==> run_1/cell_classes.png <==
Fill, decap, tap and diode cells in grey.
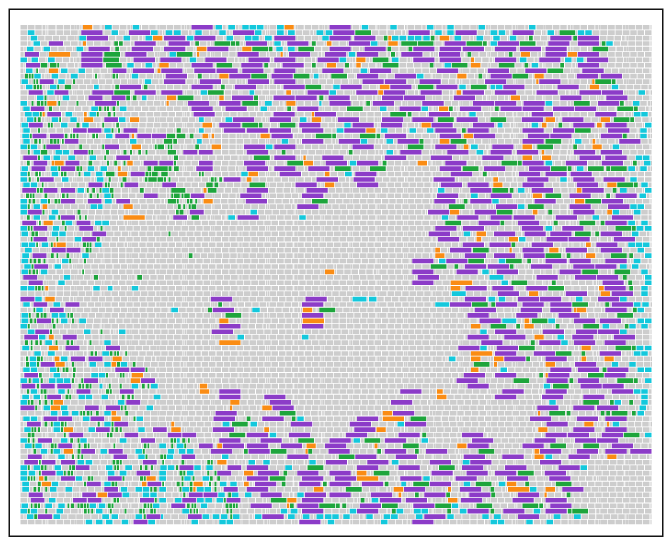
==> run_1/met3.png <==
Bar = 100 um.
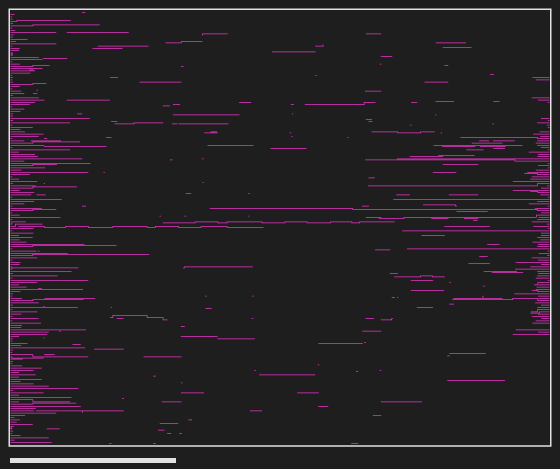
==> run_1/final_clocks.png <==
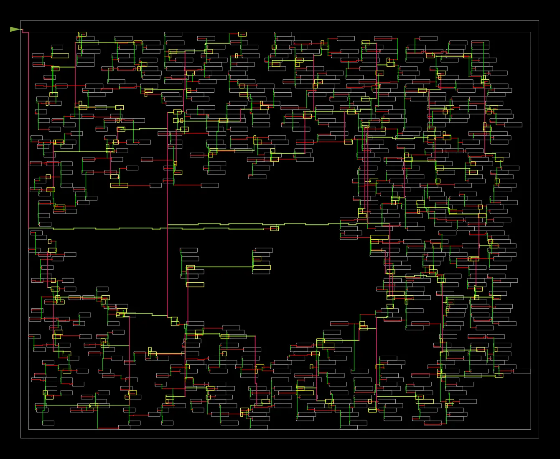
==> run_1/met1.png <==
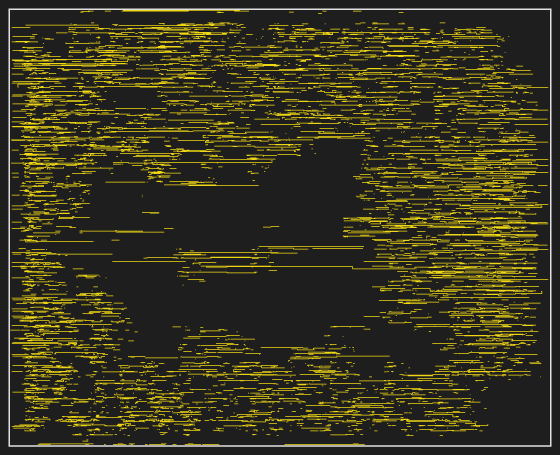
**config.mk**
```make
export PLATFORM = sky130hd
export DESIGN_NAME = fmem_port_ctrl_flat
export DESIGN_NICKNAME = d
export VERILOG_FILES = /design/src/rtl/fmem_port_if.sv /design/src/rtl/fmem_port_ctrl.sv /design/src/flat_wrapper.sv
export SDC_FILE = /design/constraint.sdc
export NUM_CORES = 1
export LEC_CHECK = 0
export CAP_MARGIN = 20
export CORE_ASPECT_RATIO = 0.8
export CORE_MARGIN = 5
export CORE_UTILIZATION = 31
export CTS_BUF_LIST = sky130_fd_sc_hd__clkbuf_2 sky130_fd_sc_hd__clkbuf_4 sky130_fd_sc_hd__clkbuf_8
export DETAILED_ROUTE_END_ITERATION = 10
export HOLD_SLACK_MARGIN = 0.06
export PLACE_DENSITY = 0.54
export RECOVER_POWER = 100
export SYNTH_ARGS = -nofsm -noshare
export SYNTH_HDL_FRONTEND = slang
export SYNTH_SLANG_ARGS = --single-unit
```
**constraint.sdc**
```tcl
create_clock -name clk -period 4.5 [get_ports clk]
set_clock_uncertainty 0.05 [all_clocks]
set_input_delay 0.9 -clock clk [delete_from_list [all_inputs] [get_ports clk]]
set_output_delay 0.9 -clock clk [all_outputs]
set_load 0.005 [all_outputs]
```
**src/rtl/fmem_port_if.sv**
```systemverilog
// ---------------------------------------------------------------------------
// fmem_port_if
//   Request/response bundle between a client and one fmem port controller.
//
//   Handshake rule for both channels: a transfer happens on a rising clk edge
//   where valid & ready are both 1; the producer holds valid and its payload
//   stable until that edge, and ready never depends on valid.
//
//   Signals
//     req_valid / req_ready   request handshake
//     req_we                  1 = write, 0 = read
//     req_addr  [ADDR_W]      word address
//     req_wdata [DATA_W]      write data (ignored for reads)
//     rsp_valid / rsp_ready   read-response handshake
//     rsp_rdata [DATA_W]      read data, in request order
//
//   Modports: master = client side, slave = controller side.
// ---------------------------------------------------------------------------
interface fmem_port_if #(
    parameter int ADDR_W = 4,
    parameter int DATA_W = 128
);
    logic              req_valid;
    logic              req_ready;
    logic              req_we;
    logic [ADDR_W-1:0] req_addr;
    logic [DATA_W-1:0] req_wdata;
    logic              rsp_valid;
    logic              rsp_ready;
    logic [DATA_W-1:0] rsp_rdata;

    modport master (
        output req_valid, req_we, req_addr, req_wdata, rsp_ready,
        input  req_ready, rsp_valid, rsp_rdata
    );

    modport slave (
        input  req_valid, req_we, req_addr, req_wdata, rsp_ready,
        output req_ready, rsp_valid, rsp_rdata
    );
endinterface

```
**src/rtl/fmem_port_ctrl.sv**
```systemverilog
// ---------------------------------------------------------------------------
// fmem_port_ctrl
//   Initiator for one port of the dual-port frame memory (SRAM2RW16x32 banks).
//   In-order read/write requests are turned into registered active-low SRAM
//   controls; read data is captured into a first-word-fall-through response
//   FIFO. Read credits are reserved at accept time so returning data always
//   has a FIFO slot.
//
//   Ports
//     clk, rst            clock, synchronous active-high reset
//     bus (slave)         request / response handshake bundle
//     mem_CSB/WEB/OEB     SRAM chip select / write enable / output enable (low)
//     mem_A, mem_I        SRAM address and write data
//     mem_O               SRAM read data
//     busy                access stage, read stage or FIFO non-empty
//
//   Pipeline for a request accepted at the end of cycle n:
//     n+1 access stage (CSB=0), n+2 read stage (OEB=0, FIFO push at its end),
//     n+3 rsp_valid when the FIFO was empty.
// ---------------------------------------------------------------------------
module fmem_port_ctrl #(
    parameter int ADDR_W    = 4,
    parameter int DATA_W    = 128,
    parameter int RSP_DEPTH = 4
) (
    input  logic              clk,
    input  logic              rst,
    fmem_port_if.slave        bus,
    output logic              mem_CSB,
    output logic              mem_WEB,
    output logic              mem_OEB,
    output logic [ADDR_W-1:0] mem_A,
    output logic [DATA_W-1:0] mem_I,
    input  logic [DATA_W-1:0] mem_O,
    output logic              busy
);
    localparam int CW = $clog2(RSP_DEPTH + 1);
    localparam int PW = (RSP_DEPTH > 1) ? $clog2(RSP_DEPTH) : 1;
    localparam logic [CW-1:0] DEPTH_C = CW'(RSP_DEPTH);
    localparam logic [PW-1:0] LAST_PTR = PW'(RSP_DEPTH - 1);

    logic              csb_q;
    logic              web_q;
    logic              acc_rd;     // access stage holds a read
    logic              rd_stage;   // read stage: SRAM data is on mem_O
    logic [CW-1:0]     credits;
    logic [CW-1:0]     fifo_count;
    logic [PW-1:0]     wr_ptr;
    logic [PW-1:0]     rd_ptr;
    logic [DATA_W-1:0] fifo_mem [RSP_DEPTH];

    logic accept;
    logic rd_accept;
    logic push;
    logic pop;
    logic full;

    function automatic logic [PW-1:0] next_ptr(input logic [PW-1:0] p);
        return (p == LAST_PTR) ? '0 : p + PW'(1);
    endfunction

    assign accept    = bus.req_valid & bus.req_ready;
    assign rd_accept = accept & ~bus.req_we;
    assign push      = rd_stage;
    assign pop       = bus.rsp_valid & bus.rsp_ready;
    assign full      = (fifo_count == DEPTH_C);

    // Credits cover every read from accept until its FIFO entry is popped,
    // so the FIFO can never be asked to take more than it holds.
    assign bus.req_ready = ~rst & (credits < DEPTH_C);
    assign bus.rsp_valid = (fifo_count != '0);
    assign bus.rsp_rdata = bus.rsp_valid ? fifo_mem[rd_ptr] : '0;

    // Reset gates the strobes combinationally so an access stage that
    // coincides with the reset cycle never reaches the SRAM edge.
    assign mem_CSB = csb_q | rst;
    assign mem_WEB = web_q | rst;
    assign mem_OEB = ~rd_stage | rst;

    assign busy = ~csb_q | rd_stage | bus.rsp_valid;

    // Access stage: one SRAM operation per accepted request.
    always_ff @(posedge clk) begin
        if (rst) begin
            csb_q  <= 1'b1;
            web_q  <= 1'b1;
            acc_rd <= 1'b0;
            mem_A  <= '0;
            mem_I  <= '0;
        end else if (accept) begin
            csb_q  <= 1'b0;
            web_q  <= ~bus.req_we;
            acc_rd <= ~bus.req_we;
            mem_A  <= bus.req_addr;
            if (bus.req_we) begin
                mem_I <= bus.req_wdata;
            end
        end else begin
            csb_q  <= 1'b1;
            web_q  <= 1'b1;
            acc_rd <= 1'b0;
        end
    end

    // Read stage follows a read access by one cycle.
    always_ff @(posedge clk) begin
        if (rst) begin
            rd_stage <= 1'b0;
        end else begin
            rd_stage <= acc_rd;
        end
    end

    always_ff @(posedge clk) begin
        if (rst) begin
            credits <= '0;
        end else begin
            case ({rd_accept, pop})
                2'b10:   credits <= credits + CW'(1);
                2'b01:   credits <= credits - CW'(1);
                default: credits <= credits;
            endcase
        end
    end

    always_ff @(posedge clk) begin
        if (push) begin
            fifo_mem[wr_ptr] <= mem_O;
        end
    end

    always_ff @(posedge clk) begin
        if (rst) begin
            wr_ptr     <= '0;
            rd_ptr     <= '0;
            fifo_count <= '0;
        end else begin
            if (push) begin
                wr_ptr <= next_ptr(wr_ptr);
            end
            if (pop) begin
                rd_ptr <= next_ptr(rd_ptr);
            end
            case ({push, pop})
                2'b10:   fifo_count <= fifo_count + CW'(1);
                2'b01:   fifo_count <= fifo_count - CW'(1);
                default: fifo_count <= fifo_count;
            endcase
        end
    end

    no_fifo_overflow: assert property (@(posedge clk) disable iff (rst)
        !(push && full && !pop));

    no_credit_overrun: assert property (@(posedge clk) disable iff (rst)
        credits <= DEPTH_C);
endmodule
```
**src/flat_wrapper.sv**
```systemverilog
// flat-port wrapper written by rule: the top's interface ports become plain ports
module fmem_port_ctrl_flat 
#(
    parameter int ADDR_W    = 4,
    parameter int DATA_W    = 128,
    parameter int RSP_DEPTH = 4
)
  (clk, rst, mem_CSB, mem_WEB, mem_OEB, mem_A, mem_I, mem_O, busy, bus_req_valid, bus_req_we, bus_req_addr, bus_req_wdata, bus_rsp_ready, bus_req_ready, bus_rsp_valid, bus_rsp_rdata);
  fmem_port_if #(.ADDR_W(ADDR_W), .DATA_W(DATA_W)) bus_i ();
  input  logic clk;
  input  logic rst;
  output logic mem_CSB;
  output logic mem_WEB;
  output logic mem_OEB;
  output logic [ADDR_W-1:0] mem_A;
  output logic [DATA_W-1:0] mem_I;
  input  logic [DATA_W-1:0] mem_O;
  output logic busy;
  input wire logic [$bits(bus_i.req_valid)-1:0] bus_req_valid;
  input wire logic [$bits(bus_i.req_we)-1:0] bus_req_we;
  input wire logic [$bits(bus_i.req_addr)-1:0] bus_req_addr;
  input wire logic [$bits(bus_i.req_wdata)-1:0] bus_req_wdata;
  input wire logic [$bits(bus_i.rsp_ready)-1:0] bus_rsp_ready;
  output wire logic [$bits(bus_i.req_ready)-1:0] bus_req_ready;
  output wire logic [$bits(bus_i.rsp_valid)-1:0] bus_rsp_valid;
  output wire logic [$bits(bus_i.rsp_rdata)-1:0] bus_rsp_rdata;
  assign bus_i.req_valid = bus_req_valid;
  assign bus_i.req_we = bus_req_we;
  assign bus_i.req_addr = bus_req_addr;
  assign bus_i.req_wdata = bus_req_wdata;
  assign bus_i.rsp_ready = bus_rsp_ready;
  assign bus_req_ready = bus_i.req_ready;
  assign bus_rsp_valid = bus_i.rsp_valid;
  assign bus_rsp_rdata = bus_i.rsp_rdata;
  fmem_port_ctrl #(.ADDR_W(ADDR_W), .DATA_W(DATA_W), .RSP_DEPTH(RSP_DEPTH)) u_core (.clk(clk), .rst(rst), .bus(bus_i), .mem_CSB(mem_CSB), .mem_WEB(mem_WEB), .mem_OEB(mem_OEB), .mem_A(mem_A), .mem_I(mem_I), .mem_O(mem_O), .busy(busy));
endmodule
```
==> changes_impl.md, run 1 <==
### Physical design

* Status: finished with violations
* Failing checks: capacitance limit, slew limit
* Largest net degree at the start of global routing at about 120
* Pleak at roughly 11 nW
* Chip area at approximately 0.086 mm2
* Slew headroom at -1.03
* Worst Path Max Fanout at around 70
* Core Rows at about 92
* Clk buf depth at 3
* Unrepaired setup endpoints after global routing: no
* # DRC at 0
* GRT Total Usage at 0.152
* Area leader, netlist: edfxtp_1
* Setup Buffers After CTS at 0
* Gate Count Post-Synth at between 1000 and 1500
* Tool warnings at approximately 42
* IR Drop Worst-Case VDD at 0.247 mV
* Layout cells sized above 1 at 0.154
* Routed Antenna Nets at 0
* CP cell instances: buf_6, mux4_2, and2_1, dlygate4sd3_1
* Htree depth at 3
* Mapped Nets at approximately 1700
* Flop pwr share at 0.479
* Cell area after synthesis at 0.0248 mm2
* Comb pwr share at 0.129
* Net Sw Frac at 0.230
* Max-area cell share at 0.620
* Clock root buffer: clkbuf_8
* Worst-margin pin slew at between 3 and 4 ns
* Initial DRC Count at 765
* Final net count at about 2300
* Final setup vio count at 0
* CTS Sinks at approximately 660
* Final Hold Fails at 0
* Placed cell area at just over 0.03 mm2
* Vias/cell at about 4.6
* Most common cell in the netlist: edfxtp_1
* WL per Instance at ~21 um
* P_int at roughly 11 mW
* Hold-fix buffer count after cts at 0
* Crit-path slowest cell: dfxtp_4
* Worst min-delay path category: flip-flop to flip-flop
* GRT overflow at 0
* CTS tree: done
* Pwr top: registers
* Die y size at between 200 and 300 um
* RePlAce Congestion at about 0.80
* Chip width at between 300 and 400 um
* Slew Viols, Final at between 500 and 600
* Max frequency at around 240 MHz
* Total Neg Setup Slack at 0 ns
* Clock share of power at 0.391
* Async set-reset flop share out of synthesis at 0
* Clk Latency, worst-skew pair at around 0.7 ns
* CORE AREA at 0.0791 mm2
* DR pass1 iterations at 7
* Top cell family by delay on the critical path: buffers and inverters
* P&R area growth vs syn at 34.2%
* Most instantiated logic cells after routing: edfxtp_1, dlygate4sd3_1, nand2_1
* Most frequent logic cell in the layout: edfxtp_1
* Combinational Power at approximately 1.8 mW
* Post-synth regs at 660
* I/O pin cnt at 531
* Placed cells at about 3000
* Initial Utilization at 0.313
* Setup ws final at between 0.2 and 0.3 ns
* Kind of critical path: flip-flop to primary output
* Initial antenna violation count at 26
* Worst stage delay on the critical path at approximately 0.68 ns
* Yosys cell count at roughly 1500
* P per Cell Area at 421 mW/mm2
* Yosys Warn Count at 0
* TritonCTS buffer count at 108
* Seq share, synth at 0.740
* Critical Path RT at approximately 3.6 ns
* Final Critical Period at between 4 and 5 ns
* Maxcap violations at 6
* Number of distinct library cells after synthesis at 28
* Net Switching at between 3 and 4 mW
* EDFF count, synth at between 500 and 600
* CP arrival at ~3.3 ns
* Buf+Inv Stages, Crit Path at 2
* Vias in the first global route at between 15000 and 20000
* IO Port Bufs at approximately 530
* Clk power at 5.49 mW
Back to the opening pictures, cell_classes.png:
- green: all other logic (cells 712; share of their area 18%)
- orange: clock drivers and dummy loads (cells 196; share of their area 7.1%)
- purple: flip-flops (cells 660; share of their area 57%)
- cyan: other buffers and delay cells (cells 552; share of their area 17%)
fin util: 0.421
fin area: 0.0333 mm2

Back to the opening pictures, met3.png:
- share of all routed wire: 9.7%
- longest straight run: 112 um
- main direction: horizontal
- wire length on this layer: 6460 um
Routed WL: 66500 um
M3 GR Usage: 0.0622

Back to the opening pictures, final_clocks.png:
CLK BUF: 144
flop count: 660

Back to the opening pictures, met1.png:
- wire length on this layer: 25.8 mm
- main direction: horizontal
- nets with wire on the layer: 2085
- share of all routed wire: 39%
- longest straight run: 75.9 um
GR Util met1: 0.183
via count: 14586

## run 1: state kept, by name (all words and copies together) (netlist names), 2 cells and up, named ones only
register           cells
u_core.fifo_count      3
u_core.rd_ptr          2
u_core.mem_I         128
u_core.mem_A           4
u_core.credits         3
u_core.fifo_mem      512
u_core.wr_ptr          2
## run 1: worst paths after layout
kind,startpoint,to,slack [ns],cells after the start
setup reg to reg,u_core.wr_ptr[0]$_SDFFE_PP0P_,u_core.fifo_mem[3][33]$_DFFE_PP_,0.62,3
hold reg to reg,u_core.acc_rd$_SDFF_PP0_,u_core.push$_SDFF_PP0_,0.39,1
hold / removal,u_core.acc_rd$_SDFF_PP0_,u_core.push$_SDFF_PP0_,0.39,1
setup / recovery,flip-flop,bus_rsp_rdata[105],0.30,4
## run 1: cell families (layout without fill, tap and decap cells)
group,Yosys count,count (layout),synth area share
xor+xnor,4,4,0.00141
other cells,0,14,0
compound gates,137,137,0.0280
simple gates,418,418,0.0784
fa+ha+maj,9,9,0.00515
buf+inv,97,757,0.0282
mux,135,135,0.119
flops,660,660,0.740
## run 1: worst register-to-register path: stages, from the launching register on
cell     delay [ns]
dfxtp_1        0.40
ha_1           0.19
and2_1         2.19
buf_4          0.68
## run 1: final cells by class
type                            count  area (um2)
Fill cell                        7154       45800
Sequential cell                   660       18300
Multi-Input combinational cell    703        5750
Timing Repair Buffer              552        5530
Clock buffer                      144        1780
Tap cell                         1034        1290
Clock inverter                     52         492
Inverter                            9        36.3
Antenna cell                       14        35.0
## run 1: routing by layer
| metal | GRT usage | up-vias | routed length, um |
|---|---|---|---|
| met5 | 0 | - | 25 |
| met1 | 0.183 | 7294 | 25800 |
| met4 | 0.0489 | 4 | 1900 |
| li1 | - | 6624 | - |
| met2 | 0.248 | 528 | 32300 |
| met3 | 0.0622 | 136 | 6460 |
==> run 2, diff against run 1 <==
--- a/config.mk
+++ b/config.mk
@@ -11,9 +11,9 @@
 export CORE_UTILIZATION = 31
 export CTS_BUF_LIST = sky130_fd_sc_hd__clkbuf_2 sky130_fd_sc_hd__clkbuf_4 sky130_fd_sc_hd__clkbuf_8
 export DETAILED_ROUTE_END_ITERATION = 10
-export HOLD_SLACK_MARGIN = 0.06
+export HOLD_SLACK_MARGIN = 0.1
 export PLACE_DENSITY = 0.54
-export RECOVER_POWER = 100
+export RECOVER_POWER = 25
 export SYNTH_ARGS = -nofsm -noshare
 export SYNTH_HDL_FRONTEND = slang
 export SYNTH_SLANG_ARGS = --single-unit
==> run 2 against run 1 <==
The run still ends with capacitance limit, slew limit left; worst hold slack about the same; clock power about the same; non-clock buffer count unchanged; sequential share of layout area decreased by 0.16 points; critical path depth unchanged; count of clock-buffer cells in the layout unchanged; sequential cell count unchanged; sequential power about the same; first-iteration DRC count increased by 3.3%; largest power group unchanged.
==> changes_impl.md, run 2 <==
### Physical design

* Met3 routed WL at ~6700 um
* Largest regs: u_core.fifo_mem x512, u_core.mem_I x128, u_core.mem_A x4
* Final Critical Period at ~4.0 ns
* Gate Count Post-Synth at 1460
* Comb pwr share at 0.133
* Yosys Warn Count at 0
* Htree depth at 3
* IR Drop Worst-Case VDD at around 0.25 mV
* Most common cell in the netlist: edfxtp_1
* Most instantiated logic cells after routing: edfxtp_1, clkdlybuf4s50_1, nand2_1
* TritonCTS buffer count at roughly 110
* Initial DRC Count at slightly below 800
* Unrepaired setup endpoints after global routing: no
* Worst-margin pin slew at 1.61 ns
* Final Hold Fails at 0
* R2R Path End: u_core.fifo_mem[3][33]$_DFFE_PP_
* Clk Latency, worst-skew pair at roughly 0.7 ns
* Net Switching at ~3.2 mW
* Maxcap violations at 1
* Initial Utilization at 0.313
* IO Port Bufs at between 500 and 600
* DR pass1 iterations at 5
* Setup Buffers After CTS at 0
* Failing checks: capacitance limit, slew limit
* Routed Antenna Nets at 0
* Initial antenna violation count at 22
* Total Neg Setup Slack at 0 ns
* Worst Hold Launch: u_core.acc_rd$_SDFF_PP0_
* Chip area at 0.0858 mm2
* GRT overflow at 0
* Slew Viols, Final at 34
* Net Sw Frac at 0.230
* Tool warnings at 42
* Placed cell area at between 0.03 and 0.04 mm2
* Sink of the worst hold path: u_core.push$_SDFF_PP0_
* # DRC at 0
* Startpoint types: flip-flop
* Chip width at 326 um
* Hold-fix buffer count after cts at 0
* Max-area cell share at 0.620
* Vias/cell at roughly 4.6
* P&R area growth vs syn at 34.6%
* M3 GR Usage at 0.0622
* Worst Setup EP: bus_rsp_rdata[51]
* Yosys cell count at approximately 1500
* Max FFs per register at roughly 510
* Kind of critical path: flip-flop to primary output
* Clock root buffer: clkbuf_8
* RePlAce Congestion at between 0.7 and 0.8
* Top Usage Layer GRT: met2
* P per Cell Area at 422 mW/mm2
* Worst Path Max Fanout at 24
* Core Rows at around 90
* Max frequency at around 250 MHz
* Routed wl met2 at between 30000 and 40000 um
* Post-synth regs at about 660
* Hold depth at 1
* Fin cells at between 3000 and 4000
* Register area at 0.0183 mm2
* FF-to-FF Start: u_core.wr_ptr[0]$_SDFFE_PP0P_
* Async set-reset flop share out of synthesis at 0
* Reg2Reg Setup Slack at roughly 2.2 ns
* Largest net degree at the start of global routing at about 120
* Cell area after synthesis at ~0.025 mm2
* Status: finished with violations
* Clock share of power at 0.390
* Top sig layer: met5
* Final setup vio count at 0
* Final net count at 2308
* Critical Path RT at 3.55 ns
* Seq share, synth at 0.740
* M1 WL at around 26000 um
* R2r worst-path depth at 3
* Met2 usage at 0.248
* GR Util met1 at 0.183
* P_int at approximately 11 mW
* MI comb area at between 0.005 and 0.006 mm2
* Most flops, register: u_core.fifo_mem
* EDFF count, synth at roughly 510
* Placed cells at between 2000 and 3000
* I/O pin cnt at 531
* Flop pwr share at 0.477
* CP arrival at 3.03 ns
* Most frequent logic cell in the layout: edfxtp_1
* Number of distinct library cells after synthesis at 28
* Clk buf depth at 3
* CTS tree: done
* Setup ws final at 0.517 ns
* Die y size at 263 um
* Fin util at 0.422
* Slew headroom at -0.0740
-- run 2: netlist changes by cell type in the layout (fill, tap and decap cells not counted), moves of 3 or more --
cell	change
clkdlybuf4s50_1	+205
and2_1	+4
and2_0	-8
buf_4	+3
clkbuf_4	-4
buf_12	+6
and2_4	+4
dlygate4sd3_1	-205
-- run 2: kinds of logic (layout without fill, tap and decap cells) --
kind of cell               count (synthesis)  count (layout)  share of synthesized area
adders and majority gates                  9               9                    0.00515
DFF                                      660             660                      0.740
muxes                                    135             135                      0.119
and+or+nand+nor                          418             418                     0.0784
xor gates and xnor gates                   4               4                    0.00141
AOI/OAI and AO/OA                        137             137                     0.0280
buffers and inverters                     97             757                     0.0282
other                                      0              15                          0
-- run 2: layout make-up --
cell class / count / share of cell area
Sequential cell: 660 / 0.550
Multi-Input combinational cell: 703 / 0.173
Clock inverter: 52 / 0.0147
Clock buffer: 144 / 0.0534
Timing Repair Buffer: 552 / 0.168
Tap cell: 1034 / 0.0388
Antenna cell: 15 / 0.00113
Inverter: 9 / 0.00109
-- run 2: critical path: stages, from the launching register on --
cell,delay [ns]
dfxtp_4,0.71
buf_4,0.44
mux4_2,0.54
and2_1,0.17
clkdlybuf4s50_1,0.45
-- run 2: power by group through the flow --
stage	registers, mW	clock network [mW]	logic [mW]
2_1_floorplan	6.82	0	0.881
3_3_place_gp	6.85	0	1.93
3_5_place_dp	6.85	0	1.94
4_1_cts	6.72	5.71	1.95
5_1_grt	6.73	6.00	2.03
6_report	6.72	5.49	1.87
==> run_2/met1.png <==
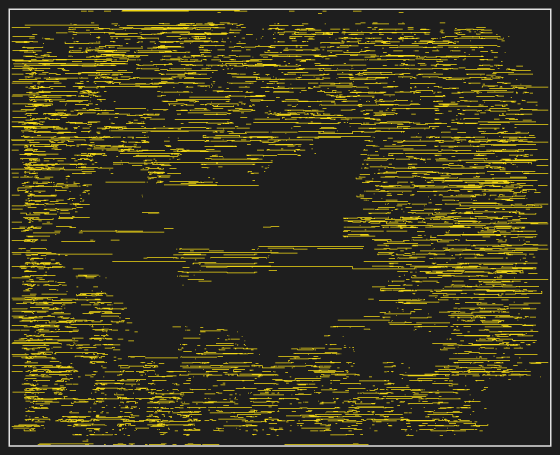
- nets with wire on the layer: 2089
- share of all routed wire: 39%
- wire length on this layer: 25.7 mm
- main direction: horizontal
via count: 14559
Routed WL: 66400 um

==> run_2/wire_density.png <==
Bar = 100 um. 33 x 26 tiles, from dark blue (low) to red (high), scaled to the fullest tile. Values are wire area over tile area, all layers added.
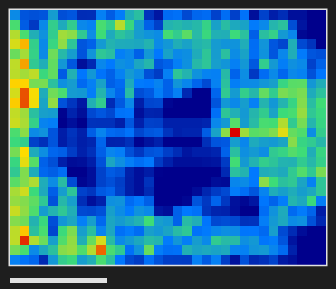
- mean over tiles: 0.13
- fullest tile: 0.44
- emptiest ninth of the die: centre
- tiles over half the peak: 13%
- nearly empty tiles: 7.7%
GRT Total Usage: 0.152
WL per Instance: 21.0 um

==> run_2/cell_classes.png <==
Fill, decap, tap and diode cells in grey.
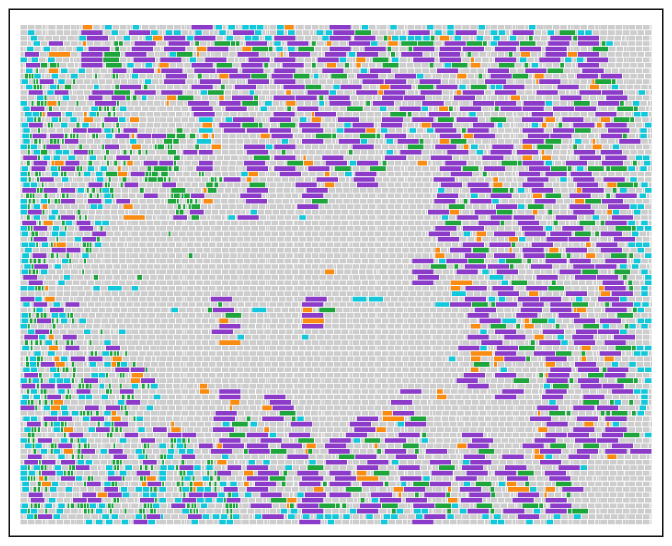
- purple: flip-flops (cells 660; share of their area 57%)
- green: all other logic (cells 712; share of their area 18%)
- cyan: other buffers and delay cells (cells 552; share of their area 17%)
- orange: clock drivers and dummy loads (cells 196; share of their area 7.1%)
CORE AREA: 0.0791 mm2
fin area: 0.0334 mm2

Power figures rest on the tool's default switching activity, not on a simulated workload.
